--- config.mk ---
export PLATFORM = sky130hd
export DESIGN_NAME = axis_exp_adc_emu
export DESIGN_NICKNAME = d
export VERILOG_FILES = /design/src/rtl/axis_exp_adc_emu.sv
export SDC_FILE = /design/constraint.sdc
export NUM_CORES = 1
export LEC_CHECK = 0
export ABC_AREA = 1
export CAP_MARGIN = 20
export CORE_MARGIN = 5
export CORE_UTILIZATION = 57
export DETAILED_ROUTE_END_ITERATION = 10
export HOLD_SLACK_MARGIN = 0.05
export PLACE_DENSITY_LB_ADDON = 0.2
export SETUP_SLACK_MARGIN = 0.1
export SYNTH_ARGS = -nofsm -noshare
export SYNTH_HDL_FRONTEND = slang
export SYNTH_SLANG_ARGS = --single-unit
--- constraint.sdc ---
create_clock -name aclk -period 2.1 [get_ports aclk]
set_input_delay 0.42 -clock aclk [delete_from_list [all_inputs] [get_ports aclk]]
set_output_delay 0.42 -clock aclk [all_outputs]
set_load 0.02 [all_outputs]
--- src/rtl/axis_exp_adc_emu.sv ---
// Target-side emulator of the four-lane SPI ADC: oversampled SPI inputs, conversion
// busy timing, register-access command decode and 1/2/4-lane sample readout.
//
// state   | meaning
// IDLE    | no unread sample, waiting for cnv
// CONVERT | busy high, counting down the conversion time
// READY   | sample latched, waiting for a csn fall to read it
// SHIFT   | read in progress, one group per sck rise
module axis_exp_adc_emu #(
   parameter int DATA_WIDTH = 32,
   parameter int CNV_CYCLES = 14,
   parameter int CMD_WIDTH  = 24
) (
   input  logic                  aclk,
   input  logic                  areset,
   input  logic                  spi_sck,
   input  logic                  spi_csn,
   input  logic                  spi_sdi,
   input  logic                  spi_cnv,
   input  logic                  spi_resetn,
   output logic                  spi_busy,
   output logic [3:0]            spi_sdo,
   input  logic [DATA_WIDTH-1:0] s_axis_tdata,
   input  logic                  s_axis_tvalid,
   output logic                  s_axis_tready,
   output logic [CMD_WIDTH-1:0]  cmd_data,
   output logic                  cmd_valid,
   output logic                  reg_mode,
   output logic [1:0]            lane_mode,
   output logic                  underrun
);

   localparam logic [1:0] ST_IDLE    = 2'd0;
   localparam logic [1:0] ST_CONVERT = 2'd1;
   localparam logic [1:0] ST_READY   = 2'd2;
   localparam logic [1:0] ST_SHIFT   = 2'd3;

   localparam int CNT_W = $clog2(CNV_CYCLES + 1);
   localparam int CCW   = $clog2(CMD_WIDTH + 1);
   localparam int GW    = $clog2(DATA_WIDTH);

   function automatic logic [3:0] top_group(input logic [DATA_WIDTH-1:0] v, input logic [1:0] m);
      case (m)
         2'b10:   top_group = v[DATA_WIDTH-1 -: 4];
         2'b01:   top_group = {2'b00, v[DATA_WIDTH-1 -: 2]};
         default: top_group = {3'b000, v[DATA_WIDTH-1]};
      endcase
   endfunction

   function automatic logic [DATA_WIDTH-1:0] drop_group(input logic [DATA_WIDTH-1:0] v, input logic [1:0] m);
      case (m)
         2'b10:   drop_group = v << 4;
         2'b01:   drop_group = v << 2;
         default: drop_group = v << 1;
      endcase
   endfunction

   function automatic logic [GW-1:0] last_group(input logic [1:0] m);
      case (m)
         2'b10:   last_group = GW'(DATA_WIDTH / 4 - 1);
         2'b01:   last_group = GW'(DATA_WIDTH / 2 - 1);
         default: last_group = GW'(DATA_WIDTH - 1);
      endcase
   endfunction

   // bit order in the synchronizer: {resetn, cnv, sdi, csn, sck}
   logic [4:0] sync_a, sync_b;
   logic [2:0] prev;

   always_ff @(posedge aclk) begin
      if (areset) begin
         sync_a <= 5'b10010;
         sync_b <= 5'b10010;
         prev   <= 3'b010;
      end else begin
         sync_a <= {spi_resetn, spi_cnv, spi_sdi, spi_csn, spi_sck};
         sync_b <= sync_a;
         prev   <= {sync_b[3], sync_b[1], sync_b[0]};
      end
   end

   logic sck_rise, csn_fall, csn_rise, csn_low, sdi_s, cnv_rise, dev_rst;
   assign sck_rise = sync_b[0] & ~prev[0];
   assign csn_fall = ~sync_b[1] & prev[1];
   assign csn_rise = sync_b[1] & ~prev[1];
   assign csn_low  = ~sync_b[1];
   assign sdi_s    = sync_b[2];
   assign cnv_rise = sync_b[3] & ~prev[2];
   assign dev_rst  = areset | ~sync_b[4];

   logic [CMD_WIDTH-1:0] cmd_sh;
   logic [CCW-1:0]       cmd_cnt;

   always_ff @(posedge aclk) begin
      if (dev_rst) begin
         cmd_sh  <= '0;
         cmd_cnt <= '0;
      end else if (csn_fall) begin
         cmd_sh  <= '0;
         cmd_cnt <= '0;
      end else if (sck_rise && csn_low) begin
         cmd_sh <= {cmd_sh[CMD_WIDTH-2:0], sdi_s};
         if (cmd_cnt != CCW'(CMD_WIDTH)) cmd_cnt <= cmd_cnt + 1'b1;
      end
   end

   logic       cmd_done, reg_mode_nxt;
   logic [1:0] lane_mode_nxt;

   always_comb begin
      cmd_done      = csn_rise && (cmd_cnt == CCW'(CMD_WIDTH));
      reg_mode_nxt  = reg_mode;
      lane_mode_nxt = lane_mode;
      if (cmd_done) begin
         if (cmd_sh[CMD_WIDTH-1 -: 3] == 3'b101) begin
            reg_mode_nxt = 1'b1;
         end else if (reg_mode && cmd_sh[CMD_WIDTH-1 -: 16] == 16'h8020) begin
            if (cmd_sh[7:6] != 2'b11) lane_mode_nxt = cmd_sh[7:6];
         end else if (reg_mode && cmd_sh[CMD_WIDTH-1 -: 16] == 16'h8014 && cmd_sh[0]) begin
            reg_mode_nxt = 1'b0;
         end
      end
   end

   always_ff @(posedge aclk) begin
      if (dev_rst) begin
         cmd_data  <= '0;
         cmd_valid <= 1'b0;
         reg_mode  <= 1'b0;
         lane_mode <= 2'b00;
      end else begin
         cmd_valid <= cmd_done;
         if (cmd_done) cmd_data <= cmd_sh;
         reg_mode  <= reg_mode_nxt;
         lane_mode <= lane_mode_nxt;
      end
   end

   logic [1:0]            state;
   logic [CNT_W-1:0]      cnt;
   logic [DATA_WIDTH-1:0] sample, work;
   logic [GW-1:0]         grp_left;
   logic [1:0]            xfer_mode;
   logic                  data_ready;

   always_ff @(posedge aclk) begin
      if (dev_rst) begin
         state         <= ST_IDLE;
         spi_busy      <= 1'b0;
         spi_sdo       <= 4'h0;
         s_axis_tready <= 1'b0;
         data_ready    <= 1'b0;
         cnt           <= '0;
         sample        <= '0;
         work          <= '0;
         grp_left      <= '0;
         xfer_mode     <= 2'b00;
         if (areset) underrun <= 1'b0;
      end else begin
         s_axis_tready <= 1'b0;
         case (state)
            ST_IDLE, ST_READY: begin
               // reg_mode_nxt lets a same-cycle exit command enable this conversion
               if (cnv_rise && !reg_mode_nxt) begin
                  state    <= ST_CONVERT;
                  spi_busy <= 1'b1;
                  cnt      <= CNT_W'(CNV_CYCLES);
               end else if (state == ST_READY && csn_fall && data_ready && !reg_mode) begin
                  state      <= ST_SHIFT;
                  xfer_mode  <= lane_mode;
                  spi_sdo    <= top_group(sample, lane_mode);
                  work       <= drop_group(sample, lane_mode);
                  grp_left   <= last_group(lane_mode);
                  data_ready <= (last_group(lane_mode) != '0);
               end
            end
            ST_CONVERT: begin
               if (cnt == CNT_W'(1)) begin
                  spi_busy   <= 1'b0;
                  data_ready <= 1'b1;
                  state      <= ST_READY;
                  if (s_axis_tvalid) begin
                     sample        <= s_axis_tdata;
                     s_axis_tready <= 1'b1;
                  end else begin
                     underrun <= 1'b1;
                  end
               end else begin
                  cnt <= cnt - 1'b1;
               end
            end
            ST_SHIFT: begin
               if (csn_rise) begin
                  spi_sdo <= 4'h0;
                  state   <= data_ready ? ST_READY : ST_IDLE;
               end else if (sck_rise) begin
                  if (grp_left != '0) begin
                     spi_sdo  <= top_group(work, xfer_mode);
                     work     <= drop_group(work, xfer_mode);
                     grp_left <= grp_left - 1'b1;
                     if (grp_left == GW'(1)) data_ready <= 1'b0;
                  end else begin
                     spi_sdo <= 4'h0;
                  end
               end
            end
            default: state <= ST_IDLE;
         endcase
      end
   end

endmodule

==> impl_results.rst, run 1 <==
Implementation results
======================

.. list-table::
   :header-rows: 1

   * - Metric
     - Value
   * - Floorplan-stage core utilization
     - between 50% and 60%
   * - Lkg Pwr
     - 3.644 nW
   * - Syn_nets
     - roughly 1100
   * - Mean cell area of the mapped netlist
     - 6.919 µm²
   * - Max clock buf depth
     - 2
   * - Number of slew-limit violations in the final report
     - 0
   * - Outcome
     - complete, no violations
   * - Number of placement rows
     - 41
   * - DP Wirelength
     - between 10000 and 15000 µm
   * - Arrival time worst endpoint
     - 1.49 ns
   * - DRC violation count after routing
     - 0
   * - Post-Synthesis Cells
     - 1074
   * - Synth Area in Compound Gates
     - 22.18%
   * - Top post-synthesis cells by count
     - 180 x nand2_1, 153 x dfxtp_1, 144 x nor2_1, 144 x o21ai_0, 119 x inv_1
   * - Tool Warnings
     - 32
   * - Leading post-synthesis cells by cell area
     - dfxtp_1 41%, o21ai_0 9.7%, nand2_1 9.1%, nor2_1 7.3%, a21oi_1 6.3%
   * - Remaining antenna violation count
     - 0
   * - Synthesized cell area
     - 0.007431 mm²
   * - Std-Cell Core Area
     - 0.01272 mm²
   * - Adder share
     - 1.684%
   * - Post-synthesis cell type with the largest instance count
     - nand2_1
   * - Vertical extent of the die
     - 124.2 µm
   * - IO Count
     - approximately 75
   * - Number of distinct library cells after synthesis
     - 37
   * - Worst Tran Pin Value
     - slightly below 0.5 ns
   * - TritonRoute pass-1 iters
     - 5
   * - Total Neg Setup Slack
     - 0 ns
   * - Crit Path Max Fanout
     - 4
   * - Root buffer selected by CTS
     - clkbuf_16
   * - Cells in synth_stat.txt
     - approximately 1100
   * - RSZ-0062 raised after global routing
     - yes
   * - Part of the Yosys area used for sequential elements
     - a little over two fifths
   * - Power density over the cells
     - 729.6 mW/mm²
   * - Via count of the first global-routing pass
     - 6571
   * - Commonest Layout Cell
     - nand2_1
   * - Most area-hungry cell type in the Yosys netlist
     - dfxtp_1
   * - Flip-flop and latch count after synthesis
     - 154
   * - Clock period minus worst slack
     - ~1.9 ns
   * - CTS HTree Levels
     - 4
==> run 1: final cells by class <==
class,count,area [µm²]
timing repair buffer,100,1033
fill,1106,3732
multi-input combinational,728,3588
inverter,126,473.0
tap,172,215.2
sequential,154,3097
clock buffer,19,452.9
clock inverter,13,130.1
==> run 1: report_power, final <==
group          internal (mW)  switching (mW)  total [mW]
registers               2.99          0.0295        3.02
clock network           1.72            1.29        3.01
logic                  0.215           0.311       0.526
total                   4.93            1.63        6.56
==> run 1: registers in the layout, indices dropped and copies added (netlist names), 2 cells and up <==
| signal | cells |
|---|---|
| spi_sdo | 4 |
| sample | 32 |
| prev | 3 |
| sync_b | 5 |
| xfer_mode | 2 |
| cmd_sh | 24 |
| state | 2 |
| lane_mode | 2 |
| cnt | 4 |
| work | 31 |
| cmd_cnt | 5 |
| grp_left | 5 |
| cmd_data | 24 |
| sync_a | 5 |
==> run 1: stage by stage <==
step           area, µm²  power (mW)  setup WS (ns)  instances  util [%]
2_1_floorplan       7431       3.413         0.1989       1074         -
3_5_place_dp        8353       3.586         0.1447       1278     65.66
3_3_place_gp        8353       3.576         0.2320       1278     65.66
6_report            8990       6.559         0.1875       1312     70.66
5_1_grt             8990       6.818        0.09198       1312     70.66
4_1_cts             8936       6.583         0.1129       1310     70.24
==> run 1: worst paths after layout <==
check | start | endpoint | slack [ns] | cells after the start
worst min register to register | sync_a[3] | sync_b[3] | 0.40 | 2
worst max-delay path | lane_mode[1] | lane_mode[1] | 0.19 | 1
worst max register to register | xfer_mode[0] | work[10] | 0.23 | 9
worst min-delay path | sync_a[3] | sync_b[3] | 0.40 | 2
==> run 1: repair_timing <==
item                       CTS  global route
buffers inserted             0             1
setup endpoints to repair    0            37
gates resized                0            10
run_1/clocks.png
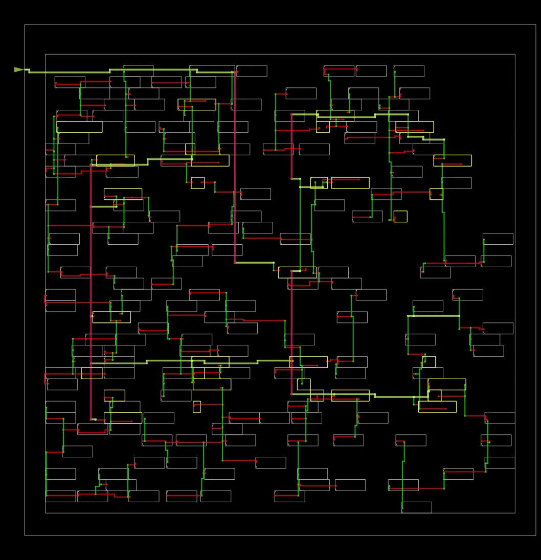
Clk Latency, worst-skew pair: 0.43 ns
Flops: 154
Inserted Clock Buffers: 17
total clock sinks: 154
clock buffer count: 19

run_1/clk_routes.png
Scale bar: 20 µm.
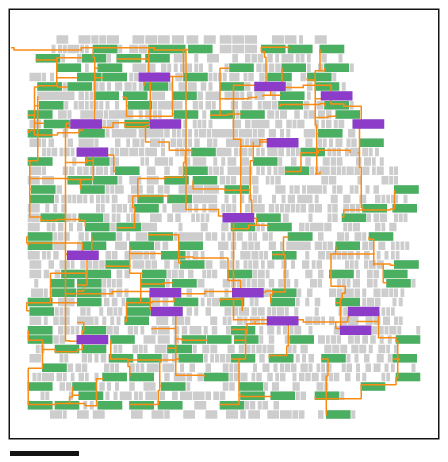
green -> flip-flops  # count 154
purple -> clock drivers  # count 17
orange -> clock wires  # length 1810 µm
routed clock nets = 18
flops lie = spread over the die

run_1/placement_by_type.png
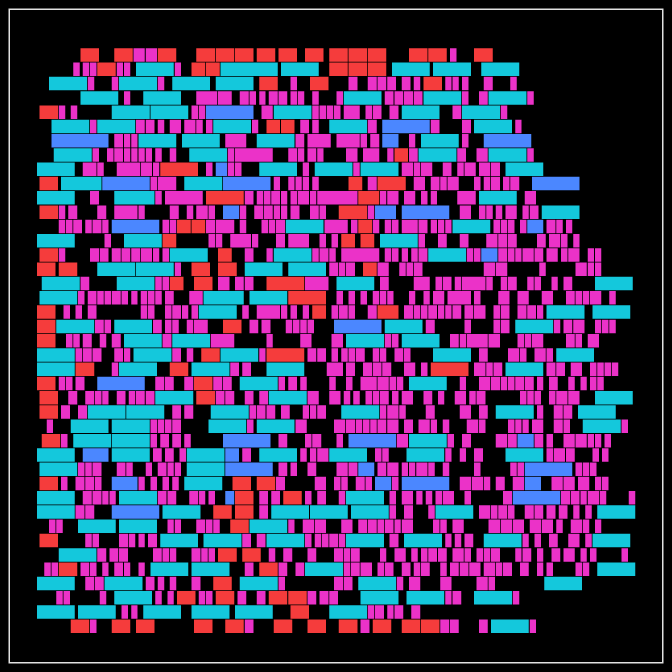
red -> other buffers and delay cells  # cells 100
blue -> clock drivers and dummy loads  # cells 32
magenta -> combinational and other logic  # cells 854
cyan -> flops  # cells 154

run_1/flops_by_reg.png
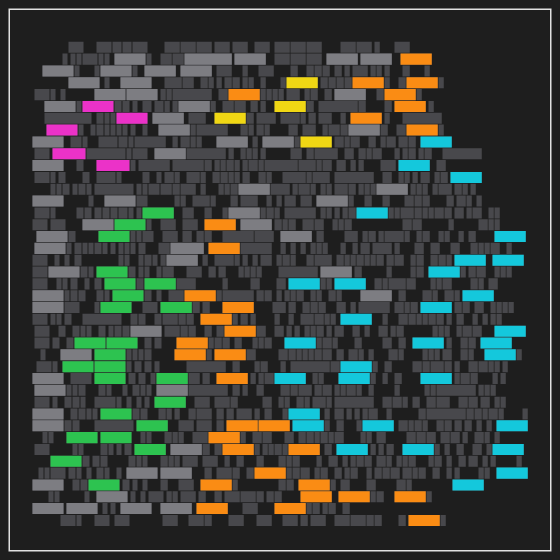
orange -> `sample`  # flops 32
magenta -> `cmd_cnt`  # flops 5, where top left
cyan -> `work`  # flops 31
yellow -> `cnt`  # flops 4, where top middle
green -> `cmd_sh`  # flops 24

==> run 1 -> run 2 <==
- TNS_END_PERCENT: unset -> 30
run_2/logic_types.png
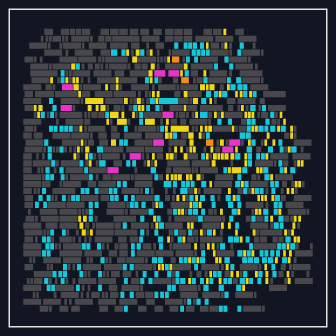
orange -> XOR/XNOR gates  # cells 3, most used xor2_1
cyan -> inverting AOI/OAI gates  # cells 305, most used o21ai_0, where spread over the die
yellow -> NAND gates  # cells 219, most used nand2_1
magenta -> adder and majority cells  # cells 10, most used ha_1

run_2/clk_routes.png
Scale bar: 20 µm.
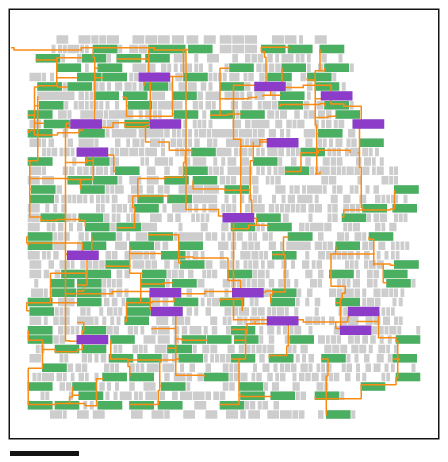
green -> flip-flops  # count 154
orange -> clock wires  # length 1810 µm
purple -> clock drivers  # count 17
routed clock nets = 18

==> run 2 against run 1 <==
Hold slack is the same. Sequential share of layout area is the same. Flip-flop count is the same. Register-to-register slack is essentially flat. Critical endpoint unchanged. Largest cell class unchanged.
==> impl_results.rst, run 2 <==
Implementation results
======================

.. list-table::
   :header-rows: 1

   * - Metric
     - Value
   * - Outcome
     - complete, no violations
   * - Share of total power in combinational logic
     - 8.0% (about the same)
   * - Cells in synth_stat.txt
     - 1074 (unchanged)
   * - Synthesized cell area
     - 0.007431 mm² (unchanged)
   * - Leading post-synthesis cells by cell area
     - dfxtp_1 41%, o21ai_0 9.7%, nand2_1 9.1%, nor2_1 7.3%, a21oi_1 6.3%
   * - Power spent charging and discharging nets
     - 1.629 mW (unchanged)
   * - Post-route design area
     - 0.008990 mm² (unchanged)
   * - Area share of buffers outside the clock network
     - 11.50% (unchanged)
   * - Most area-hungry cell type in the Yosys netlist
     - dfxtp_1
   * - Syn_nets
     - 1124 (unchanged)
   * - Post-Place Worst Slack
     - 0.1447 ns (unchanged)
   * - Mean cell area of the mapped netlist
     - 6.919 µm² (unchanged)
   * - Commonest Layout Cell
     - nand2_1
   * - Clock period minus worst slack
     - 1.913 ns (unchanged)
   * - Arrival time worst endpoint
     - 1.49 ns (about the same)
   * - Filler cells
     - 1106 (unchanged)
   * - End of the worst register-to-register path
     - work[10]
   * - Internal Power
     - 4.931 mW (unchanged)
   * - Total Power
     - 6.559 mW (unchanged)
   * - Cell total after placement
     - 1278 (unchanged)
   * - Register share of total power
     - 46.1% (about the same)
   * - Largest Register
     - sample
   * - Inserted Clock Buffers
     - 17 (unchanged)
   * - Final core utilization
     - 70.66% (unchanged)
   * - TritonRoute pass-1 iters
     - 5 (unchanged)
   * - Register-to-Register Setup Slack
     - 0.23 ns (about the same)
   * - Std-Cell Core Area
     - 0.01272 mm² (unchanged)
   * - Power density over the cells
     - 729.6 mW/mm² (unchanged)
   * - Crit Path Max Fanout
     - 4 (unchanged)
   * - DP Wirelength
     - 12410 µm (unchanged)
   * - Part of the Yosys area used for sequential elements
     - 41.62% (unchanged)
   * - Clk tree area frac
     - 6.486% (unchanged)
   * - Total clock sinks
     - 154 (unchanged)
   * - Top flop regs
     - sample: 32 flops, work: 31 flops
   * - Cell class ranked first by area
     - logic gates
   * - Number of non-filler instances in the completed layout
     - 1312 (unchanged)
   * - Clock group total power
     - 3.01 mW (about the same)
   * - Power in combinational cells
     - 0.526 mW (about the same)
   * - RSZ-0062 raised after global routing
     - yes
   * - Hold path startpoint
     - sync_a[3]
   * - Final critical-path setup slack
     - 0.1875 ns (unchanged)
   * - Fraction of standard cell area that is sequential
     - 34.45% (unchanged)
   * - DRC violation count after routing
     - 0 (unchanged)
   * - Worst r2r path cells
     - 9 (unchanged)
   * - Net Sw Frac
     - 24.83% (unchanged)
   * - Combined area of the multi-input logic cells
     - 0.003588 mm² (unchanged)
   * - Via count of the first global-routing pass
     - 6571 (unchanged)
   * - Number of cells on the worst hold path
     - 2 (unchanged)
   * - Post-Synthesis Cells
     - 1074 (unchanged)
run 2: worst max path at each step:
stage / start / end / slack [ns] / cells after the start
2_1_floorplan: lane_mode[0] / work[24] / 0.20 / 11
3_3_place_gp: cmd_cnt[0] / grp_left[4] / 0.23 / 13
3_5_place_dp: cmd_cnt[0] / grp_left[0] / 0.14 / 13
4_1_cts: cmd_cnt[0] / grp_left[0] / 0.11 / 13
5_1_grt: cmd_cnt[1] / data_ready / 0.09 / 13
6_report: lane_mode[1] / lane_mode[1] / 0.19 / 1
run 2: worst register-to-register path, stage by stage, from the launching register on:
cell	delay [ns]
dfxtp_1	0.33
inv_1	0.07
ha_1	0.26
inv_2	0.39
o22ai_1	0.17
nand2_1	0.09
o21ai_0	0.09
a21oi_1	0.14
and3_1	0.17
nor2_1	0.05
run 2: routing by layer:
| layer | wire length, µm | up-vias | GRT usage, % |
|---|---|---|---|
| met5 | 0 | - | 0 |
| met4 | 361 | 0 | 8.898 |
| met3 | 1613 | 32 | 6.312 |
| met2 | 8841 | 278 | 40.30 |
| met1 | 8203 | 3207 | 33.00 |
| li1 | - | 3632 | - |
run 2: logic make-up (layout without fill, tap and decap cells):
kind of cell	after synthesis	count (layout)	share of synthesized area [%]
adders and majority gates	10	10	1.684
and+or+nand+nor	408	409	23.67
DFF	154	154	41.62
AOI/OAI and AO/OA	306	306	22.18
xor gates and xnor gates	3	3	0.3537
buffers and inverters	193	258	10.49
run 2: repair_timing:
| action | CTS | global route |
|---|---|---|
| gates resized | 0 | 10 |
| buffers inserted | 0 | 1 |
| hold endpoints to repair | 0 | 0 |
| endpoints found under the setup margin | 0 | 37 |
Power figures rest on the tool's default switching activity, not on a simulated workload.
